Logic cells by family:
(8 px per um)
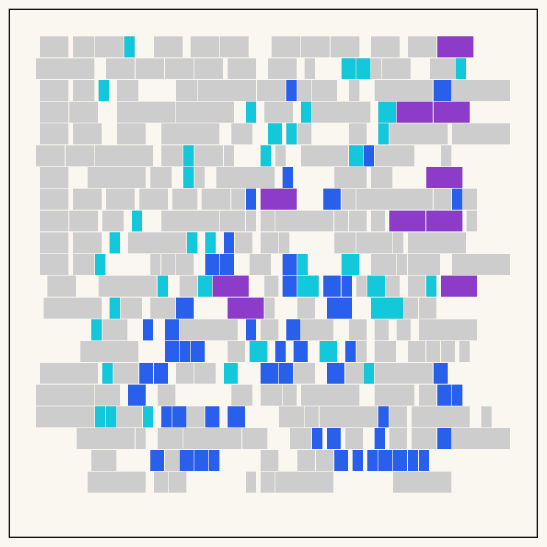
Track usage over the die:
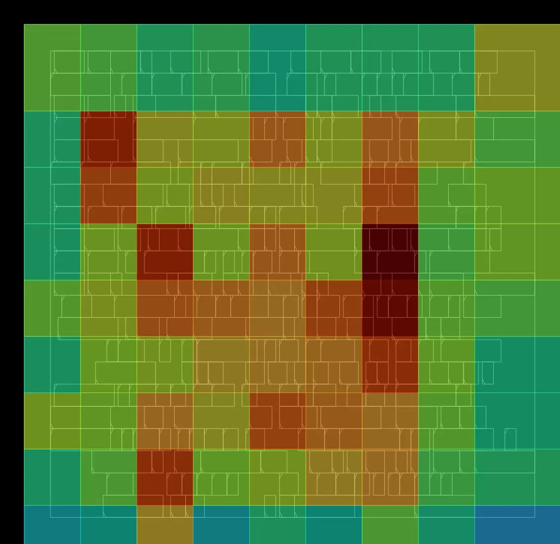
Routed metal per tile:
(6 px per um) 13 x 13 tiles, from white (low) to dark blue (high), scaled to the fullest tile. Values are wire area over tile area, all layers added.
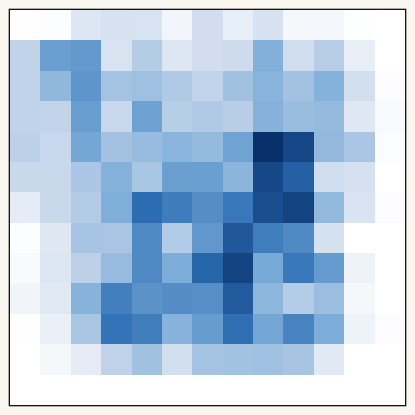
Clock wires, drivers and flops:
(6 px per um)
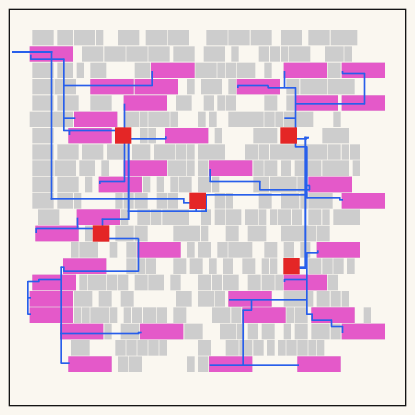
**config.mk**
```make
export PLATFORM = sky130hd
export DESIGN_NAME = display_scheduler
export DESIGN_NICKNAME = d
export VERILOG_FILES = /design/src/rtl/display_scheduler_pkg.sv /design/src/rtl/rr_arbiter2.sv /design/src/rtl/display_scheduler.sv
export SDC_FILE = /design/constraint.sdc
export NUM_CORES = 1
export LEC_CHECK = 0
export CORE_MARGIN = 3
export CORE_UTILIZATION = 57
export DETAILED_ROUTE_END_ITERATION = 8
export GPL_TIMING_DRIVEN = 0
export PLACE_DENSITY_LB_ADDON = 0.2
export SLEW_MARGIN = 20
export SYNTH_ARGS = -nofsm -noshare
export SYNTH_HDL_FRONTEND = slang
export SYNTH_SLANG_ARGS = --single-unit
```
**constraint.sdc**
```tcl
create_clock -name clk -period 5.7 [get_ports clk]
set_input_delay 1.14 -clock clk [delete_from_list [all_inputs] [get_ports clk]]
set_output_delay 1.14 -clock clk [all_outputs]
set_load 0.05 [all_outputs]
```
**src/rtl/display_scheduler_pkg.sv**
```systemverilog
// Shared definitions for the display scheduler: display phase codes (common with the
// display controller) and the scheduler FSM encoding.
package display_scheduler_pkg;

  localparam logic [1:0] PHASE_HUNDREDS = 2'd0;
  localparam logic [1:0] PHASE_TENS     = 2'd1;
  localparam logic [1:0] PHASE_ONES     = 2'd2;
  localparam logic [1:0] PHASE_BLANK    = 2'd3;

  typedef enum logic [1:0] {
    StInit,
    StIdle,
    StShow,
    StGap
  } state_e;

  // Number of controller steps needed to walk from hundreds to blank after reset.
  localparam int unsigned InitSteps = 3;

  function automatic logic [1:0] phase_step(input logic [1:0] phase, input logic step);
    return phase + {1'b0, step};
  endfunction

endpackage

```
**src/rtl/rr_arbiter2.sv**
```systemverilog
// Two-way round-robin arbiter: favours whichever requester did not win last time.
module rr_arbiter2 (
  input  logic req_a,
  input  logic req_b,
  input  logic last_owner,
  output logic grant_valid,
  output logic grant_sel
);

  always_comb begin
    grant_valid = req_a | req_b;
    if (last_owner) begin
      grant_sel = req_a ? 1'b0 : 1'b1;
    end else begin
      grant_sel = req_b ? 1'b1 : 1'b0;
    end
  end

endmodule

```
**src/rtl/display_scheduler.sv**
```systemverilog
// Arbitrates two requesters onto one 3-digit display, holding the granted number stable
// and pacing hundreds/tens/ones steps with a dwell timer, then a blank gap.
module display_scheduler
  import display_scheduler_pkg::*;
#(
  parameter int unsigned DWELL_CYCLES = 5_000_000,
  parameter int unsigned GAP_CYCLES   = 2_500_000,
  parameter int unsigned CNT_W        = 23
) (
  input  logic       clk,
  input  logic       rst,
  input  logic       req_a,
  input  logic [7:0] value_a,
  input  logic       req_b,
  input  logic [7:0] value_b,
  output logic       ack_a,
  output logic       ack_b,
  output logic       trigger,
  output logic [7:0] value,
  output logic       busy,
  output logic       owner
);

  localparam logic [CNT_W-1:0] DwellLast  = CNT_W'(DWELL_CYCLES - 1);
  localparam logic [CNT_W-1:0] InitLast   = CNT_W'(InitSteps);
  localparam int unsigned      GapLastInt = (GAP_CYCLES >= 2) ? GAP_CYCLES - 2 : 0;
  localparam logic [CNT_W-1:0] GapLast    = CNT_W'(GapLastInt);
  // The blank cycle that carries the final trigger already counts toward the gap.
  localparam bit               GapSkip    = (GAP_CYCLES < 2);

  state_e           state_q, state_d;
  logic [CNT_W-1:0] timer_q, timer_d;
  logic [1:0]       phase_q, phase_d;
  logic             owner_q, owner_d;
  logic [7:0]       value_q, value_d;

  logic grant_valid;
  logic grant_sel;
  logic dwell_done;
  logic number_done;

  rr_arbiter2 u_arbiter (
    .req_a       (req_a),
    .req_b       (req_b),
    .last_owner  (owner_q),
    .grant_valid (grant_valid),
    .grant_sel   (grant_sel)
  );

  assign dwell_done  = (state_q == StShow) && (timer_q == DwellLast);
  assign number_done = dwell_done && (phase_q == PHASE_ONES);

  // State register
  always_ff @(posedge clk) begin
    if (rst) begin
      state_q <= StInit;
      timer_q <= '0;
      phase_q <= PHASE_HUNDREDS;
      owner_q <= 1'b1;
      value_q <= 8'd0;
    end else begin
      state_q <= state_d;
      timer_q <= timer_d;
      phase_q <= phase_d;
      owner_q <= owner_d;
      value_q <= value_d;
    end
  end

  // Next-state logic
  always_comb begin
    state_d = state_q;
    timer_d = timer_q;
    owner_d = owner_q;
    value_d = value_q;
    unique case (state_q)
      StInit: begin
        if (timer_q == InitLast) begin
          state_d = StIdle;
          timer_d = '0;
        end else begin
          timer_d = timer_q + CNT_W'(1);
        end
      end
      StIdle: begin
        if (grant_valid) begin
          state_d = StShow;
          timer_d = '0;
          owner_d = grant_sel;
          value_d = grant_sel ? value_b : value_a;
        end
      end
      StShow: begin
        if (dwell_done) begin
          timer_d = '0;
          if (number_done) begin
            state_d = GapSkip ? StIdle : StGap;
          end
        end else begin
          timer_d = timer_q + CNT_W'(1);
        end
      end
      StGap: begin
        if (timer_q == GapLast) begin
          state_d = StIdle;
          timer_d = '0;
        end else begin
          timer_d = timer_q + CNT_W'(1);
        end
      end
      default: begin
        state_d = StInit;
        timer_d = '0;
      end
    endcase
  end

  // Output logic
  always_comb begin
    trigger = 1'b0;
    ack_a   = 1'b0;
    ack_b   = 1'b0;
    busy    = 1'b1;
    unique case (state_q)
      StInit: begin
        // Cycle 0 after release is quiet; steps follow on cycles 1..3.
        trigger = (timer_q != '0);
      end
      StIdle: begin
        busy    = 1'b0;
        trigger = grant_valid;
      end
      StShow: begin
        trigger = dwell_done;
        ack_a   = number_done & ~owner_q;
        ack_b   = number_done & owner_q;
      end
      StGap: begin
        trigger = 1'b0;
      end
      default: begin
        trigger = 1'b0;
      end
    endcase
  end

  assign phase_d = phase_step(phase_q, trigger);
  assign value   = value_q;
  assign owner   = owner_q;

endmodule

```
==> flow_metrics.py <==
# Flow results
metrics = {
    "final_layout": {
        "final_core_utilization_pct": 72.9,
        "n_antenna_cell": 0,
        "layout.cells.most_common": "dfxtp_1",
        "most_numerous_logic_cells_after_layout": "36 x dfxtp_1, 31 x clkdlybuf4s50_1, 25 x nor2_1, 24 x nand3_1, 22 x nand2_1",
    },
    "drt": {
        "drt_first_pass_iters": 4,
        "post_drt_via_cell_ratio": 5.95,
        "ant_nets": 0,
    },
    "critical_path": {
        "r2r_start": "timer_q[12]$_SDFFE_PP0P_",
        "max_stage_delay_ps": 850,
        "path_cells": "or4_1 -> or4_4 -> nor3_1 -> nand2_1 -> a31oi_1 -> clkdlybuf4s50_1",
        "path_class": "flop to primary output",
        "cpMaxStageDelayCell": "clkdlybuf4s50_1",
        "crit_family": "simple AND/OR/NAND/NOR gates",
    },
    "floorplan": {
        "fp-row-count": 21,
        "initCoreUtil_pct": 60.2,
        "coreArea_mm2": 0.00339,
        "floorplan.io_pins": 33,
    },
    "clocking": {
        "clkSinkCount": 36,
        "h-tree-depth": 2,
        "cts.repair.resized": 0,
        "cts-hold-fix-buffers": 0,
        "cts_inserted_buffers": 5,
        "cts_post_setup_buffers_inserted": 0,
    },
    "final_timing": {
        "rsz0062_at_grt": "false",
        "layout_worst_path_cycle_share_pct": 76.0,
        "period_needed_ps": 4330,
        "maxSlewHeadroom_pct": 59.1,
        "setup_viol_count_final": 0,
    },
    "run_status": {
        "status": "finished, final reports clean",
    },
    "synthesis": {
        "synth-async-reset-ratio_pct": 0,
        "ys_cells": 250,
        "ys.flops": 36,
        "post_synth_edffs": 0,
        "top_area_share_pct": 35.3,
    },
    "run": {
        "drv_cap": 0,
    },
    "pwr": {
        "power.leakage_nw": 0.888,
    },
}
About 'logic cells by family':
family	colour	cells	most used
NOR gates	cyan	38	nor2_1
NAND gates	blue	55	nand3_1
adder and majority cells	purple	10	ha_1

About 'track usage over the die':
global-route met3 utilization: 4.59%
post-detailed-route wirelength per cell: 14.6 um

About 'routed metal per tile':
emptiest ninth of the die	bottom right
nearly empty tiles	18%
tiles over half the peak	24%
overall routing resource usage: 24.4%
Routed Wire Length: 4870 um
via count: 1988

About 'clock wires, drivers and flops':
[flip-flops] magenta | count: 36
[clock wires] blue | length: 445 um
[cells driving clock nets] red | count: 5
routed clock nets	6
flops lie	all over the die
clk ins delay skew pair: 340 ps
share of power burned in the clock network: 17.3%
Clock group: 0.153 mW
Final Skew: 8.34 ps

## power by group
| part | internal (mW) | total (mW) | leakage (nW) | switching (mW) |
|---|---|---|---|---|
| combinational | 0.159 | 0.419 | 0.558 | 0.260 |
| sequential | 0.284 | 0.314 | 0.292 | 0.0299 |
| clock | 0.0699 | 0.153 | 0.0374 | 0.0832 |
## cells by family (layout without fill, tap and decap cells)
group,Yosys count,count (layout),synth area share [%]
AND-OR/OR-AND,40,40,14.4
AND/OR/NAND/NOR,124,124,31.5
XOR/XNOR,8,8,3.44
multiplexers,9,9,4.42
adder cells (fa/ha/maj),10,10,6.13
buffers and inverters,23,61,4.85
flip-flops,36,36,35.3
## metrics by stage
stage / setup slack (ps) / total power, mW / hold slack (ps) / cell area [um2]
after floorplan: 1860 / 0.611 / 462 / 2040
after global placement: 1640 / 0.722 / 487 / 2410
after detailed placement: 1630 / 0.731 / 493 / 2410
after CTS: 1390 / 0.885 / 508 / 2470
after global routing: 1290 / 0.947 / 543 / 2470
final: 1370 / 0.886 / 508 / 2470
## tightest hold or removal path, cell delays in order (launching register included)
cell and delay (ps):
dfxtp_1 320, nor2_1 90, a211oi_1 50
## final timing paths
kind                              endpoint  slack (ps)  cells after the start
hold / removal       value[7]$_SDFFE_PP0P_         510                      2
hold reg to reg      value[7]$_SDFFE_PP0P_         510                      2
setup / recovery                   trigger        1370                      6
setup reg to reg  timer_q[20]$_SDFFE_PP0P_        3150                      7
## area by class of cell
cell class,count,area [um2]
fillers,274,917
plain buffers,9,46.3
flip-flops and latches,36,721
clock buffers,7,65.1
inverters,14,52.6
well taps,46,57.6
repair buffers,31,310
multi-input cells,191,1220
## registers in the layout, indices dropped and copies added (netlist names)
name,count
owner,1
phase_q,2
state_q,2
timer_q,23
value,8
Power and IR drop assume default switching activity.
